Design ddr3_cmd_frontend, sky130hd; sources not shown.
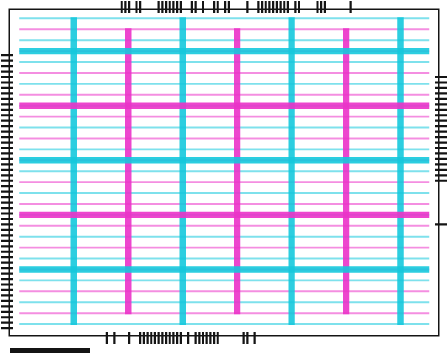
Run 1: supply network
Scale bar: 20 µm. Pins as bars on the die edge.
- cyan: VSS
- magenta: VDD
- met1 rails: 29
- met5 straps: 5
- signal pins: 133
- rows: 28
- met4 straps: 7
Die Wd: 107 µm
Die Span Y: 81.0 µm
maximum VDD drop: 0.000137 V

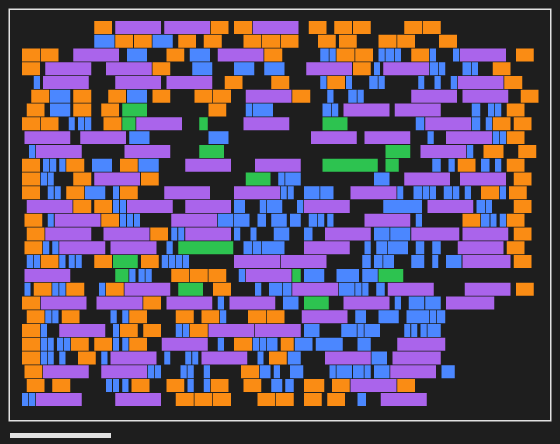
Run 1: cells colored by class
Scale bar: 20 µm.
- purple: flops (cells 88; share of their area 44%)
- orange: other buffers and delay cells (cells 135; share of their area 27%)
- blue: all other logic (cells 234; share of their area 25%)
- green: clock drivers and dummy loads (cells 16; share of their area 4.3%)
fraction of area in registers: 42.5%
FP Rows: 28
design area: 5190 µm²
core box area: 7780 µm²
fin util: 66.8%

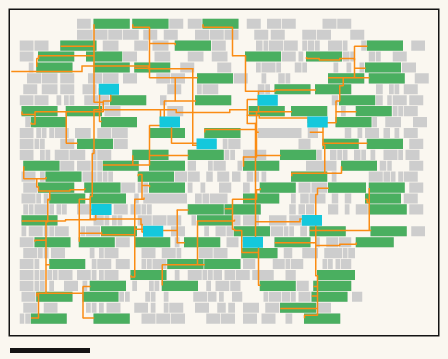
Run 1: routed clock nets over the placement
Scale bar: 20 µm.
- cyan: cells driving clock nets (count 9)
- green: flip-flops (count 88)
- orange: clock wires (length 1030 µm)
- flops lie: spread over the die
- routed clock nets: 10
clock power share: 21.5%
clk_lat worst skew: 0.35 ns
clk pwr: 0.293 mW

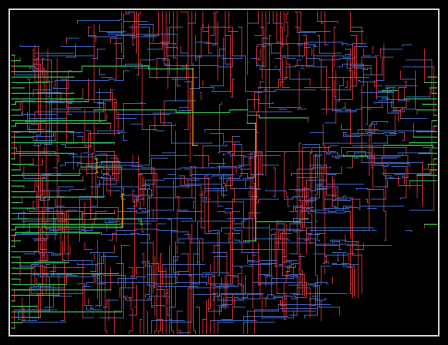
Run 1: routed metal, one color a layer
- red: met2 (wire length 3800 µm)
- green: met3 (wire length 800 µm)
- blue: met1 (wire length 3350 µm)
- orange: met4 (wire length 59.8 µm)
mean routed wirelength per cell: 13.9 µm
GRT Total Usage: 19.6%
WL final: 8010 µm
Vias: 2776

==> run summary, run 1 <==
ys cells: 339
maxcap violations: 0
Worst Reg2Reg Path Length in Cells: 6
worst hold slack: 0.366 ns
OpenROAD warnings: 26
Chip Area, Yosys: 3550 µm²
Area Growth Syn to Fin: 46.1%
H-tree depth: 3
final period utilization: 68.7%
Routed Antenna Nets: 0
detailed router's first-iteration violation count: 66
crit-path max FO: 3
power per standard cell area: 262 nW/µm²
Cell variety after synth: 39
unrepaired setup endpoints after global routing: no
fp util: 45.7%
Post-synth regs: 88
hpwl dp: 5490 µm
max reg flops: 26
Hold Vio Cnt, Final: 0
CTS max path bufs: 2
Final WS setup: 2.84 ns
diode count: 0
Setup Buffers After CTS: 0
largest net degree at the start of global routing: 89
status: finished clean
maximum clock frequency: 0.160 GHz
Synth Cell Area: 3550 µm²
CTS tree: done
hold depth: 1
Top Layout Cells: clkdlybuf4s50_1, nand2_1, dfrtp_1, o21ai_0, nor2_1
Max-slew headroom: 48.3%
Gate Count Post-Synth: 339
Worst-path clk slew: 0.08 ns
Post-synth seq share: 62.1%
vias in the first global route: 2824
critical path startpoint category: input port
P_leak: 2.38 nW
Finish-stage setup viols: 0
crit path DRT: 6.72 ns
crit path DAT: 3.87 ns
Num CTS Buffers: 9
buffer type at the clock tree root: clkbuf_8
first-pass GRT wire length: 13300 µm
Layout Cells excl Fill: 578
port bufs: 132
die area: 8630 µm²
Placer Congestion: 0.721
Post-Place Cells: 561
post_cts resized: 0
fin nets: 535
Setup TNS: 0 ns
nature of the critical path endpoint: output port
WS Path Type: in -> out
initial antenna violation count: 0
detailed-route DRC error count: 0
drt via density: 4.80
# hold bufs at CTS: 0
==> run 1: synth_stat cells, drive strengths merged <==
cell | instances | area, µm²
a211oi | 1 | 7.51
a21o | 1 | 7.51
a21oi | 4 | 23.8
a22oi | 1 | 7.51
a31o | 2 | 17.5
a32oi | 1 | 8.76
and3 | 3 | 18.8
buf | 2 | 10.0
clkbuf | 15 | 56.3
dfrtp | 83 | 2080
dfstp | 5 | 131
ha | 3 | 37.5
inv | 6 | 22.5
mux2 | 17 | 195
nand2 | 117 | 442
nand3 | 4 | 20.0
nand3b | 2 | 15.0
nand4 | 1 | 6.26
nand4bb | 1 | 11.3
nor2 | 21 | 88.8
nor3 | 3 | 15.0
nor4 | 2 | 27.5
o2111ai | 2 | 17.5
o21ai | 20 | 100
o21bai | 1 | 7.51
o31ai | 1 | 7.51
or3 | 2 | 12.5
or3b | 1 | 8.76
or4 | 3 | 30.0
xnor2 | 7 | 61.3
xor2 | 7 | 61.3
==> run 1: final cells by class <==
type                            instances  area, µm²
Inverter                                6       23.8
Tap cell                              105        131
Fill cell                             621       2580
Clock buffer                           12        146
Timing Repair Buffer                  135       1350
Clock inverter                          4       70.1
Sequential cell                        88       2210
Multi-Input combinational cell        228       1260
==> run 1: cell families after synthesis <==
| kind of cell | share of synthesized area [%] |
|---|---|
| compound gates | 5.78 |
| xor+xnor | 3.45 |
| fa+ha+maj | 1.06 |
| buf+inv | 2.50 |
| flops | 62.1 |
| mux | 5.49 |
| simple gates | 19.6 |
==> run 1: report_power, final <==
part | internal (mW) | total, mW | switching, mW
logic | 0.294 | 0.461 | 0.167
registers | 0.520 | 0.608 | 0.0879
clock network | 0.163 | 0.293 | 0.130
==> run 1: routing by layer <==
metal | track usage [%] | share of wire [%] | wire, µm | vias to the layer above
met5 | 0 | 0 | 0 | -
met4 | 4.68 | 0.74 | 59 | 0
met3 | 10.6 | 10 | 800 | 9
met2 | 31.6 | 47 | 3800 | 93
met1 | 23.3 | 42 | 3350 | 1316
li1 | - | - | - | 1358
==> run 1: worst max-delay path, stage by stage <==
cell	delay, ns
clkdlybuf4s50_1	0.40
or3_1	0.33
nor2_1	0.20
and3_1	0.19
clkdlybuf4s50_1	0.49
==> run 2, diff against run 1 <==
==> constraint.sdc (replaced) <==
create_clock -name pclk -period 6 [get_ports pclk]
set_clock_uncertainty 0.1 [all_clocks]
set_input_delay 1.5 -clock pclk [delete_from_list [all_inputs] [get_ports pclk]]
set_output_delay 1.5 -clock pclk [all_outputs]
set_load 0.005 [all_outputs]
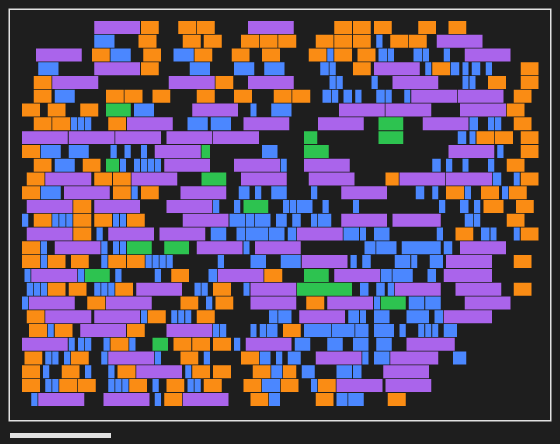
Run 2: cells colored by class
Scale bar: 20 µm.
- orange: other buffers and delay cells (cells 135; share of their area 27%)
- purple: flops (cells 88; share of their area 44%)
- green: clock drivers and dummy loads (cells 16; share of their area 4.2%)
- blue: all other logic (cells 234; share of their area 25%)
fraction of area in registers: 42.6%
fin util: 66.7%
design area: 5180 µm²

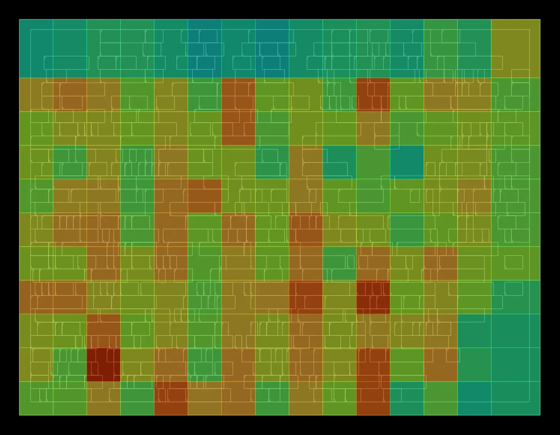
Run 2: track usage over the die
GRT busiest layer: met2
M1 GR Usage: 23.1%
met2 usage: 32.5%
met3 Track Usage GR: 9.31%
mean routed wirelength per cell: 13.7 µm

==> run summary, run 2 <==
die area: 8630 µm²
fin nets: 535
Gate Count Post-Synth: 339
GRT Total Usage: 19.5%
switching pwr: 0.585 mW
top cells, area: dfrtp_1, nand2_1, dfstp_2
# hold bufs at CTS: 0
Cell variety after synth: 39
Reg power frac: 45.1%
Hold Vio Cnt, Final: 0
CTS max path bufs: 2
max reg flops: 26
Synth top cells by count: nand2_1, dfrtp_1, o21ai_0
Placer Congestion: 0.733
WS Path Type: in -> out
H-tree depth: 3
status: finished clean
Die Span Y: 81.0 µm
critical path startpoint category: input port
FP Rows: 28
Synth Cell Area: 3550 µm²
Post-synth seq share: 62.1%
crit-path max FO: 3
Post-synth EDFFs: 0
fp util: 45.7%
P_leak: 2.37 nW
OpenROAD warnings: 26
initial antenna violation count: 0
Worst-path clk slew: 0.08 ns
combinational share of power: 34.4%
port bufs: 132
hold depth: 1
Area Growth Syn to Fin: 45.9%
share of the synthesized area in the top cell type: 58.5%
detailed router's first-iteration violation count: 91
Routed Antenna Nets: 0
Post-synth regs: 88
unrepaired setup endpoints after global routing: no
count leader, synth: nand2_1
crit path DRT: 4.40 ns
Vias: 2745
Max-slew headroom: 54.4%
detailed-route DRC error count: 0
diode count: 0
Finish-stage setup viols: 0
WL final: 7920 µm
Top Layout Cells: clkdlybuf4s50_1, nand2_1, dfrtp_1, o21ai_0, nor2_1
largest net degree at the start of global routing: 58
final period utilization: 78.2%
Die Wd: 107 µm
CTS tree: done
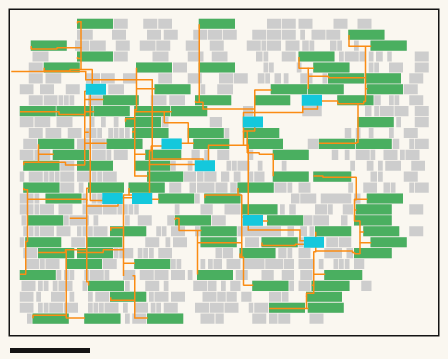
Run 2: routed clock nets over the placement
Scale bar: 20 µm.
- cyan: cells driving clock nets (count 9)
- orange: clock wires (length 950 µm)
- green: flip-flops (count 88)
- flops lie: spread over the die
- routed clock nets: 10
clk_lat worst skew: 0.34 ns
clock power share: 20.5%
clk pwr: 0.418 mW

[run 2: cell count changes in the layout (fill, tap and decap cells not counted)]
| cell | previous run | this run |
|---|---|---|
| inv_6 | 0 | 1 |
| buf_6 | 2 | 1 |
| clkbuf_8 | 9 | 11 |
| bufinv_16 | 2 | 1 |
| clkbuf_4 | 3 | 1 |
| clkinvlp_4 | 0 | 1 |
| buf_4 | 1 | 2 |
| inv_4 | 0 | 1 |
| clkinv_2 | 3 | 1 |
[run 2: kinds of logic (layout without fill, tap and decap cells)]
family	count (synthesis)	after routing	share of synthesized area, %
AND-OR/OR-AND	34	34	5.78
buffers and inverters	23	157	2.50
adder cells (fa/ha/maj)	3	3	1.06
AND/OR/NAND/NOR	160	160	19.6
flip-flops	88	88	62.1
multiplexers	17	17	5.49
XOR/XNOR	14	14	3.45
[run 2: final cells by class]
type,instances,area (µm²)
fill,637,2590
sequential,88,2210
timing repair buffer,135,1350
multi-input combinational,228,1260
clock buffer,12,159
tap,105,131
clock inverter,4,51.3
inverter,6,25.0
[run 2: power groups by stage]
stage | clock network [mW] | registers [mW] | logic [mW]
6_report | 0.418 | 0.920 | 0.701
5_1_grt | 0.455 | 0.951 | 0.781
4_1_cts | 0.432 | 0.923 | 0.714
3_5_place_dp | 0 | 0.933 | 0.708
3_3_place_gp | 0 | 0.922 | 0.685
2_1_floorplan | 0 | 0.923 | 0.254
[run 2: worst max-delay path, cell delays in order]
cell and delay (ns):
clkdlybuf4s50_1 0.39, or3_1 0.32, nor2_1 0.19, and3_1 0.19
clkdlybuf4s50_1 0.50
[run 2: metrics by stage]
| stage | worst slack (ns) | std cells | utilization, % | hold slack, ns |
|---|---|---|---|---|
| 2_1_floorplan | 2.13 | 339 | - | 0.333 |
| 3_3_place_gp | 1.39 | 561 | 63.7 | 0.342 |
| 3_5_place_dp | 1.34 | 561 | 63.7 | 0.344 |
| 4_1_cts | 1.34 | 577 | 66.4 | 0.365 |
| 5_1_grt | 1.27 | 578 | 66.7 | 0.378 |
| 6_report | 1.31 | 578 | 66.7 | 0.361 |
[run 2: layer usage]
metal	part of all wire [%]	up-vias
met3	9.7	7
met1	42	1294
met5	0	-
met4	0.72	0
li1	-	1362
met2	48	82
No activity file was given, so power comes from the tool's default toggle rates.
